**Signal metal coverage by tile**

21 x 21 tiles, from dark blue (low) to red (high), scaled to the fullest tile. Values are wire area over tile area, all layers added.
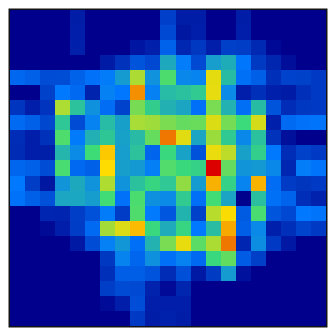
**Cell outlines without signal wires**

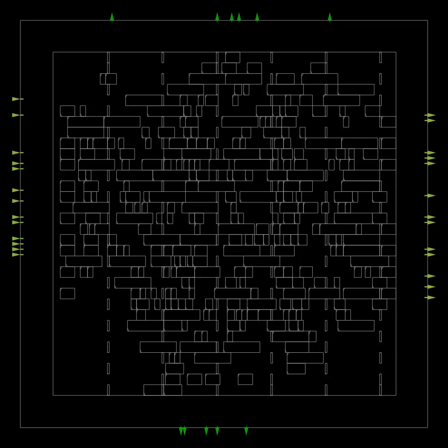
[src/rtl/bin2bcd_pkg.sv]
// Shared constants for the sequential binary-to-BCD converter:
// FSM state encoding, the saturation digit and the bit-counter width helper.
package bin2bcd_pkg;

    localparam logic [1:0] ST_IDLE  = 2'd0;
    localparam logic [1:0] ST_SHIFT = 2'd1;
    localparam logic [1:0] ST_DONE  = 2'd2;

    localparam logic [3:0] BCD_NINE = 4'd9;

    // Counter must hold BIN_W itself, hence the +1.
    function automatic int cnt_width(input int bin_w);
        return $clog2(bin_w + 1);
    endfunction

endpackage

[src/rtl/bin2bcd_seq_if.sv]
// Request/result bundle between the score logic (master) and the converter (slave).
interface bin2bcd_seq_if #(
    parameter int BIN_W  = 10,
    parameter int DIGITS = 4
);
    logic                  start;
    logic [BIN_W-1:0]      bin;
    logic                  ready;
    logic                  busy;
    logic                  done;
    logic [4*DIGITS-1:0]   bcd;
    logic                  overflow;
    logic [DIGITS-1:0]     blank;

    modport master (
        output start, bin,
        input  ready, busy, done, bcd, overflow, blank
    );

    modport slave (
        input  start, bin,
        output ready, busy, done, bcd, overflow, blank
    );
endinterface

[src/rtl/bcd_digit_adj.sv]
// Double-dabble digit correction: adds 3 to a BCD digit of 5 or more before the shift.
module bcd_digit_adj (
    input  logic [3:0] i_digit,
    output logic [3:0] o_digit
);

    // Corrected value never exceeds 12, so no carry leaves the digit.
    always_comb begin
        if (i_digit >= 4'd5) begin
            o_digit = i_digit + 4'd3;
        end else begin
            o_digit = i_digit;
        end
    end

endmodule

[src/rtl/bin2bcd_seq.sv]
// Multi-cycle shift-add-3 binary-to-BCD converter, one input bit per clock,
// with overflow saturation to all nines and a leading-zero blank mask.
module bin2bcd_seq
    import bin2bcd_pkg::*;
#(
    parameter int BIN_W  = 10,
    parameter int DIGITS = 4
) (
    input  logic          clk,
    input  logic          rst,
    bin2bcd_seq_if.slave  bus
);

    localparam int CW = cnt_width(BIN_W);
    localparam int SW = 4 * DIGITS;
    localparam logic [DIGITS-1:0] BLANK_RST = {DIGITS{1'b1}} << 1;

    logic [1:0]        r_state;
    logic [1:0]        w_state_nxt;
    logic [BIN_W-1:0]  r_shift;
    logic [SW-1:0]     r_scratch;
    logic              r_ovf;
    logic [CW-1:0]     r_cnt;
    logic [SW-1:0]     r_bcd;
    logic              r_overflow;
    logic [DIGITS-1:0] r_blank;

    logic [SW-1:0]     w_adj;
    logic [SW-1:0]     w_scr_nxt;
    logic              w_ovf_nxt;
    logic              w_last;
    logic [SW-1:0]     w_res_bcd;
    logic [DIGITS-1:0] w_res_blank;
    logic              w_ready;
    logic              w_busy;
    logic              w_done;

    // Digit i is blanked when it and every digit above it are zero; digit 0 always shows.
    function automatic logic [DIGITS-1:0] blank_mask(input logic [SW-1:0] v);
        logic z;
        z          = 1'b1;
        blank_mask = '0;
        for (int i = DIGITS - 1; i >= 1; i--) begin
            z             = z & (v[4*i +: 4] == 4'd0);
            blank_mask[i] = z;
        end
    endfunction

    for (genvar gi = 0; gi < DIGITS; gi++) begin : g_adj
        bcd_digit_adj u_adj (
            .i_digit (r_scratch[4*gi +: 4]),
            .o_digit (w_adj[4*gi +: 4])
        );
    end

    assign w_scr_nxt   = {w_adj[SW-2:0], r_shift[BIN_W-1]};
    assign w_ovf_nxt   = r_ovf | w_adj[SW-1];
    assign w_last      = (r_cnt == CW'(1));
    assign w_res_bcd   = w_ovf_nxt ? {DIGITS{BCD_NINE}} : w_scr_nxt;
    assign w_res_blank = w_ovf_nxt ? '0 : blank_mask(w_scr_nxt);

    // State register.
    always_ff @(posedge clk or posedge rst) begin
        if (rst) begin
            r_state <= ST_IDLE;
        end else begin
            r_state <= w_state_nxt;
        end
    end

    // Next-state logic.
    always_comb begin
        w_state_nxt = ST_IDLE;
        case (r_state)
            ST_IDLE:  w_state_nxt = bus.start ? ST_SHIFT : ST_IDLE;
            ST_SHIFT: w_state_nxt = w_last ? ST_DONE : ST_SHIFT;
            ST_DONE:  w_state_nxt = ST_IDLE;
            default:  w_state_nxt = ST_IDLE;
        endcase
    end

    // Handshake outputs decoded from the state register.
    always_comb begin
        w_ready = 1'b0;
        w_busy  = 1'b0;
        w_done  = 1'b0;
        case (r_state)
            ST_IDLE:  w_ready = 1'b1;
            ST_SHIFT: w_busy  = 1'b1;
            ST_DONE: begin
                w_busy = 1'b1;
                w_done = 1'b1;
            end
            default: begin
                w_ready = 1'b0;
                w_busy  = 1'b0;
                w_done  = 1'b0;
            end
        endcase
    end

    // Shift datapath; the result registers load on the last shift so they are valid with done.
    always_ff @(posedge clk or posedge rst) begin
        if (rst) begin
            r_shift    <= '0;
            r_scratch  <= '0;
            r_ovf      <= 1'b0;
            r_cnt      <= '0;
            r_bcd      <= '0;
            r_overflow <= 1'b0;
            r_blank    <= BLANK_RST;
        end else begin
            case (r_state)
                ST_IDLE: begin
                    if (bus.start) begin
                        r_shift   <= bus.bin;
                        r_scratch <= '0;
                        r_ovf     <= 1'b0;
                        r_cnt     <= CW'(BIN_W);
                    end
                end
                ST_SHIFT: begin
                    r_shift   <= r_shift << 1;
                    r_scratch <= w_scr_nxt;
                    r_ovf     <= w_ovf_nxt;
                    r_cnt     <= r_cnt - CW'(1);
                    if (w_last) begin
                        r_bcd      <= w_res_bcd;
                        r_overflow <= w_ovf_nxt;
                        r_blank    <= w_res_blank;
                    end
                end
                default: begin
                end
            endcase
        end
    end

    assign bus.ready    = w_ready;
    assign bus.busy     = w_busy;
    assign bus.done     = w_done;
    assign bus.bcd      = r_bcd;
    assign bus.overflow = r_overflow;
    assign bus.blank    = r_blank;

endmodule

[src/flat_wrapper.sv]
// flat-port wrapper written by rule: the top's interface ports become plain ports
module bin2bcd_seq_flat import bin2bcd_pkg::*;
#(
    parameter int BIN_W  = 10,
    parameter int DIGITS = 4
)
  (clk, rst, bus_start, bus_bin, bus_ready, bus_busy, bus_done, bus_bcd, bus_overflow, bus_blank);
  bin2bcd_seq_if #(.BIN_W(BIN_W), .DIGITS(DIGITS)) bus_i ();
  input  logic clk;
  input  logic rst;
  input wire logic [$bits(bus_i.start)-1:0] bus_start;
  input wire logic [$bits(bus_i.bin)-1:0] bus_bin;
  output wire logic [$bits(bus_i.ready)-1:0] bus_ready;
  output wire logic [$bits(bus_i.busy)-1:0] bus_busy;
  output wire logic [$bits(bus_i.done)-1:0] bus_done;
  output wire logic [$bits(bus_i.bcd)-1:0] bus_bcd;
  output wire logic [$bits(bus_i.overflow)-1:0] bus_overflow;
  output wire logic [$bits(bus_i.blank)-1:0] bus_blank;
  assign bus_i.start = bus_start;
  assign bus_i.bin = bus_bin;
  assign bus_ready = bus_i.ready;
  assign bus_busy = bus_i.busy;
  assign bus_done = bus_i.done;
  assign bus_bcd = bus_i.bcd;
  assign bus_overflow = bus_i.overflow;
  assign bus_blank = bus_i.blank;
  bin2bcd_seq #(.BIN_W(BIN_W), .DIGITS(DIGITS)) u_core (.clk(clk), .rst(rst), .bus(bus_i));
endmodule
[config.mk]
export PLATFORM = sky130hd
export DESIGN_NAME = bin2bcd_seq_flat
export DESIGN_NICKNAME = d
export VERILOG_FILES = /design/src/rtl/bin2bcd_pkg.sv /design/src/rtl/bin2bcd_seq_if.sv /design/src/rtl/bcd_digit_adj.sv /design/src/rtl/bin2bcd_seq.sv /design/src/flat_wrapper.sv
export SDC_FILE = /design/constraint.sdc
export NUM_CORES = 1
export LEC_CHECK = 0
export CAP_MARGIN = 5
export CORE_MARGIN = 8
export CORE_UTILIZATION = 35
export CTS_CLUSTER_DIAMETER = 40
export DETAILED_ROUTE_END_ITERATION = 8
export GPL_ROUTABILITY_DRIVEN = 0
export GPL_TIMING_DRIVEN = 0
export HOLD_SLACK_MARGIN = 0.05
export PLACE_DENSITY_LB_ADDON = 0.25
export SLEW_MARGIN = 10
export SYNTH_ARGS = -nofsm -noshare
export SYNTH_HDL_FRONTEND = slang
export SYNTH_SLANG_ARGS = --single-unit
[constraint.sdc]
create_clock -name clk -period 2.3 [get_ports clk]
set_clock_uncertainty 0.1 [all_clocks]
set_input_delay 0.46 -clock clk [delete_from_list [all_inputs] [get_ports clk]]
set_output_delay 0.46 -clock clk [all_outputs]
set_load 0.02 [all_outputs]
==> qor.csv <==
stage;metric;value;unit
outcome;status;completed;
pwr;clock_power_share;11.0;%
yosys;common_cells;dfrtp_1, nand2_1, o21ai_0;
finish;clock_buffers;7;
worst_setup_path;path_depth;3;
finish;comb_area_share;37.9;%
pwr;p_comb;2.53;mW
finish;final_common_cell;dfrtp_1;
placed_design;post-place-ws;-0.351;ns
cts;cts_root_buf;clkbuf_8;
pwr;comb_power_share;53.9;%
detailed_routing;dr.pass1.iters;4;
finish;num-multi-input-gates;194;
pwr;p_total;4.69;mW
pwr;switching_share;43.1;%
timing;setup_slack;0.163;ns
cts;clk_path_buf_depth;2;
worst_setup_path;critical_path.endpoint;bus_busy;
finish;largestClassByArea;registers;
run;warning_count;33;
global_routing;grt_pass1_wl;10200;um
timing;worst_pin_slew;0.509;ns
worst_setup_path;slowest_delay;0.59;ns
worst_setup_path;cp_num_buf_inv;2;
pwr;p_seq_share;35.1;%
detailed_routing;dr_wl_met3;306;um
pwr;power.group.top;combinational cells;
yosys;syn_nets;298;
worst_setup_path;cp_top_family;buffers and inverters;
-- 'signal metal coverage by tile' (at the start) --
densest ninth of the die	centre
fullest tile	0.45
tiles over half the peak	12%
mean over tiles	0.090
nearly empty tiles	30%
mean routed wirelength per cell: 14.5 um
vias: 2072
Routed WL: 6140 um
GRT Overall Usage: 12.4%

-- 'cell outlines without signal wires' (at the start) --
Tapcells: 102
final design utilization: 43.6%
Flop Count: 53

Power and IR drop assume default switching activity.
